==> config.mk <==
export PLATFORM = sky130hd
export DESIGN_NAME = irq_fifo_mq
export DESIGN_NICKNAME = d
export VERILOG_FILES = /design/src/rtl/irq_fifo_mq.sv
export SDC_FILE = /design/constraint.sdc
export NUM_CORES = 1
export LEC_CHECK = 0
export ABC_AREA = 1
export CORE_ASPECT_RATIO = 1.1
export CORE_MARGIN = 4
export CORE_UTILIZATION = 46
export DETAILED_ROUTE_END_ITERATION = 8
export DONT_BUFFER_PORTS = 1
export SLEW_MARGIN = 20
export SYNTH_ARGS = -nofsm -noshare
export SYNTH_HDL_FRONTEND = slang
export SYNTH_SLANG_ARGS = --single-unit
==> constraint.sdc <==
create_clock -name clk -period 3.3 [get_ports clk]
set_input_delay 0.495 -clock clk [delete_from_list [all_inputs] [get_ports clk]]
set_output_delay 0.495 -clock clk [all_outputs]
set_load 0.1 [all_outputs]
==> src/rtl/irq_fifo_mq.sv <==
// Multi-queue interrupt FIFO: NUM_QUEUES circular queues in one shared RAM, popped over the config bus.
// Latency: push lands in one cycle and irq_sig follows on the next; config responses are registered (T+1).
// Backpressure: one push per cycle, lowest-index non-full queue wins; losers and full-queue pushes are dropped.
module irq_fifo_mq #(
    parameter int DATA_WIDTH = 14,
    parameter int DEPTH_LOG2 = 4,
    parameter int NUM_QUEUES = 2
) (
    input  logic                  clk,
    input  logic                  reset_n,
    input  logic [13:0]           config_addr,
    input  logic                  config_en,
    input  logic                  config_wr,
    input  logic [31:0]           config_wdata,
    input  logic                  sel,
    input  logic [NUM_QUEUES-1:0] push_valid,
    input  logic [DATA_WIDTH-1:0] push_data,
    output logic [NUM_QUEUES-1:0] push_accept,
    output logic [31:0]           config_slv_rdata,
    output logic                  config_slv_error,
    output logic [NUM_QUEUES-1:0] irq_sig
);
    localparam int QW = (NUM_QUEUES > 1) ? $clog2(NUM_QUEUES) : 1;
    localparam int AW = QW + DEPTH_LOG2;
    localparam logic [DEPTH_LOG2:0] FULL_CNT = {1'b1, {DEPTH_LOG2{1'b0}}};
    localparam logic [DEPTH_LOG2:0] PTR_ONE  = {{DEPTH_LOG2{1'b0}}, 1'b1};

    logic [DATA_WIDTH-1:0] mem [2**AW];
    logic [DEPTH_LOG2:0]   wptr [NUM_QUEUES];
    logic [DEPTH_LOG2:0]   rptr [NUM_QUEUES];

    logic [NUM_QUEUES-1:0] empty, full, overflow, mask, ovf_set, ovf_clr, pop_vec;
    logic                  push_hit;
    logic [QW-1:0]         push_q;
    logic [DEPTH_LOG2-1:0] push_w;
    logic [DEPTH_LOG2:0]   sel_cnt;
    logic [DEPTH_LOG2-1:0] sel_r;
    logic                  sel_empty, sel_full;
    logic                  req, in_range, pop_en, mask_we, err_nxt;
    logic [10:0]           addr;
    logic [QW-1:0]         qi;
    logic [31:0]           rdata_nxt, status;
    logic                  unused_bits;

    assign unused_bits = ^{config_addr[13:11], config_wdata[31:NUM_QUEUES]};

    always_comb begin
        for (int q = 0; q < NUM_QUEUES; q++) begin
            empty[q] = (wptr[q] == rptr[q]);
            full[q]  = ((wptr[q] - rptr[q]) == FULL_CNT);
        end
    end

    assign irq_sig = ~empty & ~mask;

    // Full is judged on start-of-cycle pointers, so a same-cycle pop never frees a slot for a push.
    always_comb begin
        push_accept = '0;
        push_hit    = 1'b0;
        push_q      = '0;
        push_w      = '0;
        for (int q = 0; q < NUM_QUEUES; q++) begin
            if (!push_hit && push_valid[q] && !full[q]) begin
                push_accept[q] = 1'b1;
                push_hit       = 1'b1;
                push_q         = QW'(q);
                push_w         = wptr[q][DEPTH_LOG2-1:0];
            end
        end
        ovf_set = push_valid & full;
    end

    always_comb begin
        addr      = config_addr[10:0];
        req       = sel & config_en;
        qi        = addr[QW-1:0];
        in_range  = addr[7:0] < 8'(NUM_QUEUES);
        sel_cnt   = '0;
        sel_r     = '0;
        sel_empty = 1'b1;
        sel_full  = 1'b0;
        for (int q = 0; q < NUM_QUEUES; q++) begin
            if (addr[7:0] == 8'(q)) begin
                sel_cnt   = wptr[q] - rptr[q];
                sel_r     = rptr[q][DEPTH_LOG2-1:0];
                sel_empty = empty[q];
                sel_full  = full[q];
            end
        end
        status                 = '0;
        status[DEPTH_LOG2:0]   = sel_cnt;
        status[30]             = sel_empty;
        status[31]             = sel_full;

        pop_en    = 1'b0;
        ovf_clr   = '0;
        mask_we   = 1'b0;
        rdata_nxt = config_slv_rdata;
        err_nxt   = 1'b0;
        if (req) begin
            rdata_nxt = '0;
            err_nxt   = 1'b1;
            if (addr[10:8] == 3'd0 && in_range && !config_wr) begin
                if (!sel_empty) begin
                    rdata_nxt = 32'(mem[{qi, sel_r}]);
                    err_nxt   = 1'b0;
                    pop_en    = 1'b1;
                end
            end else if (addr[10:8] == 3'd1 && in_range && !config_wr) begin
                rdata_nxt = status;
                err_nxt   = 1'b0;
            end else if (addr == 11'h200) begin
                err_nxt = 1'b0;
                if (config_wr) ovf_clr   = config_wdata[NUM_QUEUES-1:0];
                else           rdata_nxt = 32'(overflow);
            end else if (addr == 11'h201) begin
                err_nxt = 1'b0;
                if (config_wr) mask_we   = 1'b1;
                else           rdata_nxt = 32'(mask);
            end
        end
        pop_vec = '0;
        for (int q = 0; q < NUM_QUEUES; q++) begin
            if (pop_en && addr[7:0] == 8'(q)) pop_vec[q] = 1'b1;
        end
    end

    always_ff @(posedge clk or negedge reset_n) begin
        if (!reset_n) begin
            for (int q = 0; q < NUM_QUEUES; q++) begin
                wptr[q] <= '0;
                rptr[q] <= '0;
            end
            overflow         <= '0;
            mask             <= '0;
            config_slv_rdata <= '0;
            config_slv_error <= 1'b0;
        end else begin
            for (int q = 0; q < NUM_QUEUES; q++) begin
                if (push_accept[q]) wptr[q] <= wptr[q] + PTR_ONE;
                if (pop_vec[q])     rptr[q] <= rptr[q] + PTR_ONE;
            end
            // Set after clear: a new overflow beats a same-cycle W1C.
            overflow         <= (overflow & ~ovf_clr) | ovf_set;
            if (mask_we) mask <= config_wdata[NUM_QUEUES-1:0];
            config_slv_rdata <= rdata_nxt;
            config_slv_error <= err_nxt;
        end
    end

    always_ff @(posedge clk) begin
        if (push_hit) mem[{push_q, push_w}] <= push_data;
    end
endmodule

Figure 1. Cell sizes after repair.
Bar = 50 um.
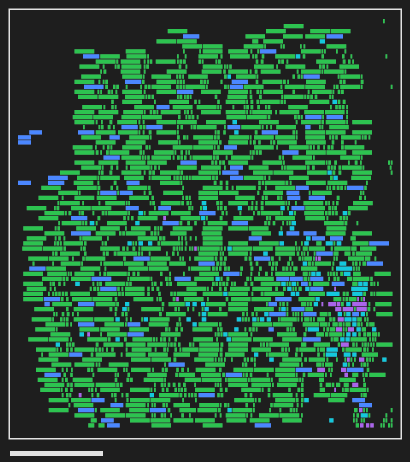
| size | colour | cells | share |
|---|---|---|---|
| _6 and larger | blue | 101 | 5.3% |
| _2 cells | purple | 32 | 1.7% |
| _3 and _4 cells | cyan | 104 | 5.4% |
| _0 and _1 cells | green | 1673 | 88% |

Figure 2. Signal metal coverage by tile.
The die is cut into 21 by 23 equal tiles; dark blue is low, red is high, scaled to the fullest tile. Values are wire area over tile area, all layers added.
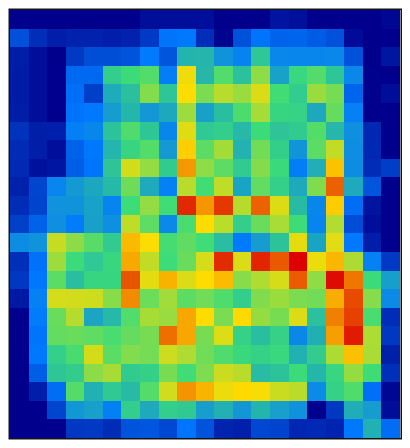
fullest tile: 0.47
emptiest ninth of the die: top left
tiles over half the peak: 36%
densest ninth of the die: middle

Figure 3. Cell outlines without signal wires.
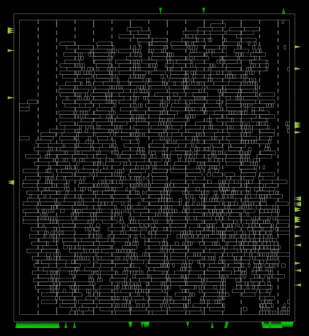
Tapcell Cnt: 581
Post-Layout Cell Count: 2491

Figure 4. Register map, names as in the netlist.
Bar = 50 um. Other sequential cells in the stronger grey, the rest of the logic in the fainter grey.
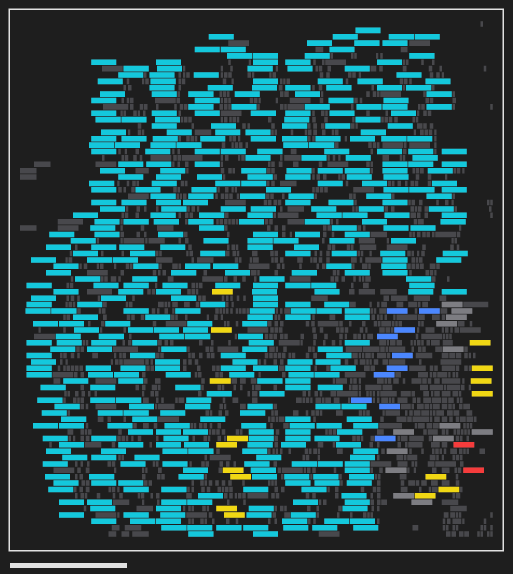
| name in the netlist | colour | flops |
|---|---|---|
| mask | red | 2 |
| config_slv_rdata | yellow | 16 |
| wptr | blue | 10 |
| mem | cyan | 448 |
not coloured: 13

==> flip-flops by register name (all words and copies together), names as in the netlist <==
signal,count
overflow,2
config_slv_rdata,16
mask,2
mem,448
config_slv_error,1
rptr,10
wptr,10
==> where the power goes <==
part	internal (W)	switching (W)	total, W
sequential	0.00735	0.000224	0.00757
combinational	0.000686	0.00137	0.00205
clock	0.00322	0.00233	0.00555
==> cell usage in the layout (no fill, tap or decap), types with 6 or more instances in the layout <==
cell type / n
inv_1: 34
conb_1: 16
nand2_1: 477
clkinv_1: 8
inv_2: 6
nor2_1: 63
dlygate4sd3_1: 6
nand3_1: 465
clkbuf_16: 50
dfrtp_1: 41
clkinv_2: 7
ha_1: 10
clkbuf_1: 15
xor2_1: 16
nand2_4: 6
o21ai_1: 12
buf_4: 85
a21oi_1: 21
edfxtp_1: 448
buf_12: 34
o21ai_0: 13
==> worst max-delay path by stage <==
stage | start | endpoint | slack, ns
after floorplan | wptr[5] | mem[9][0] | 0.009
after global placement | wptr[5] | mem[1][8] | 0.16
after detailed placement | wptr[5] | mem[2][6] | 0.12
after CTS | wptr[0] | push_accept[1] | 0.003
after global routing | wptr[5] | push_accept[0] | -0.02
final | wptr[5] | push_accept[0] | 0.1
==> per-layer routing <==
| layer | vias to the layer above | share of wire | GRT usage |
|---|---|---|---|
| met5 | - | 0 | 0 |
| met2 | 485 | 0.48 | 0.3702 |
| met4 | 0 | 0.032 | 0.07587 |
| met1 | 6790 | 0.42 | 0.3107 |
| li1 | 6477 | - | - |
| met3 | 104 | 0.070 | 0.03561 |
==> layout make-up <==
type,instances,area (sq um)
tap,581,726.9
clock inverter,27,281.5
clock buffer,66,1321
fill,3731,20480
multi-input combinational,1157,5605
sequential,489,14480
inverter,43,170.2
timing repair buffer,128,1429
==> cells in the mapped netlist, drive strengths merged (2+ instances only) <==
cell	n
a21oi	22
ha	12
nor4	2
dfrtp	41
xor2	18
edfxtp	448
clkbuf	21
nand2	487
fa	2
nor2	69
o21ai	26
buf	94
a211oi	2
o22ai	6
inv	43
nand3	472
a221oi	2
nor3	6
o211ai	2
nand4	5
xnor2	5
==> kinds of logic (layout without fill, tap and decap cells) <==
| logic type | Yosys count | after routing | share of synthesized area |
|---|---|---|---|
| other | 1 | 16 | 0.0001813 |
| DFF | 489 | 489 | 0.7001 |
| adders and majority gates | 14 | 14 | 0.009196 |
| xor gates and xnor gates | 23 | 23 | 0.009740 |
| buffers and inverters | 158 | 264 | 0.03769 |
| and+or+nand+nor | 1041 | 1041 | 0.2257 |
| AOI/OAI and AO/OA | 63 | 63 | 0.01736 |
==> metrics by stage <==
| step | total power [W] | setup TNS [ns] | cell area, sq um |
|---|---|---|---|
| after floorplan | 0.008746 | 0 | 20740 |
| final | 0.01517 | 0 | 24010 |
| after global routing | 0.01577 | -0.01925 | 24010 |
| after CTS | 0.01515 | 0 | 23900 |
| after global placement | 0.009339 | 0 | 21790 |
| after detailed placement | 0.009376 | 0 | 21790 |
==> repair_timing <==
item,CTS,global route
endpoints found under the setup margin,2,401
gates resized,9,17
endpoints found under the hold margin,464,0
buffers inserted,15,5
pin swaps,2,10
hold buffers,21,0
==> job_summary.md <==
## PnR job results

| Metric | Value |
|---|---|
| Yosys warning tally | `0` |
| Cell Type Count | `40` |
| Status | `completed` |
| Final hold viol count | `0` |
| Hold depth | `2` |
| DR iter-0 viols | `1459` |
| Cells after Synth | `1789` |
| Hold Crit Class | `input pin to flip-flop` |
| Max rail drop VDD | `0.4628 mV` |
| Wirelength per Cell | `22.10 um` |
| Die Width | `210.2 um` |
| Clk sink count | `489` |
| Post-route setup slack | `0.09768 ns` |
| Max cap viols | `0` |
| LEAKAGE | `8.874 nW` |
| Pwr Density | `631.7 nW/um^2` |
| Critical path's slowest cell | `dfrtp_1` |
| Fin crit share | `0.9704` |
| Port buffer count | `0` |
| Worst Tran Pin Value | `approximately 1.0 ns` |
| Mapped Area | `20680 sq um` |
| Gr usage total | `0.2259` |
| Clk_lat worst skew | `0.61 ns` |
| H-tree levels | `2` |
| Main synth FF type | `edfxtp_1` |
| DR vias/cell | `5.562` |
| Number of buffers and inverters on the critical path | `5` |
| Pins Over Slew Limit | `0` |
| Chip Area | `48420 sq um` |
| Initial antenna violation count | `0` |
| Main area contributors | `edfxtp_1 65%, nand3_1 11%, nand2_1 8.7%, dfrtp_1 5.0%, buf_2 1.3%` |
| Post-route DRC | `0` |
| Register-to-register setup slack | `0.14 ns` |
| FF-to-FF End | `config_slv_rdata[31]` |
| CTS tree | `yes` |
| Clock input transition at the sequential cells of the worst setup and hold paths | `0.07 ns` |
| Area figure in the yosys stat output | `20680 sq um` |
| Worst Path Max Fanout | `5` |
| Share of cells above drive strength 1 | `0.1241` |
| Seq/Total Area, Yosys | `0.7001` |
| CP Class | `flip-flop to primary output` |
| Crit end category | `primary output` |
| Min-Delay Endpoint | `overflow[0]` |
| Number of synthesized flops with an enable pin | `448` |
| R2r startpoint | `wptr[5]` |
| Crit path max-delay family | `buffers and inverters` |
| Syn-to-layout area delta | `16.11%` |
| CP required | `2.80 ns` |
| Global-route wire length before repair | `approximately 83 mm` |
| Final setup viols | `0` |
| Worst clock skew | `0.03808 ns` |
| Log Warnings | `59` |
| Overflow after GRT | `0` |
| Drt total wl | `55.04 mm` |
| Yosys top cell by area | `edfxtp_1` |
| WP data arrival | `between 2 and 3 ns` |
| Most common cell on crit path | `inv_2` |
| Num ports | `between 100 and 150` |
| Crit path largest cell delay | `0.39 ns` |
| Hold path startpoint | `push_valid[0]` |
| Placer Congestion | `0.8620` |
| Post-synthesis average cell area | `11.56 sq um` |
| Hpwl dp | `about 32 mm` |
| Top-area cell share | `0.6505` |
| Reg2Reg Depth | `19` |
| DP Worst Slack | `0.1218 ns` |
| Min Clock Period, post-route | `3.202 ns` |
| Ys cells | `1789` |
| Finished Core Util | `0.5397` |
| Worst setup SP type | `flip-flop` |
| Dpl cells | `2358` |
| Worst hold margin | `0.03818 ns` |
Power and IR drop assume default switching activity.
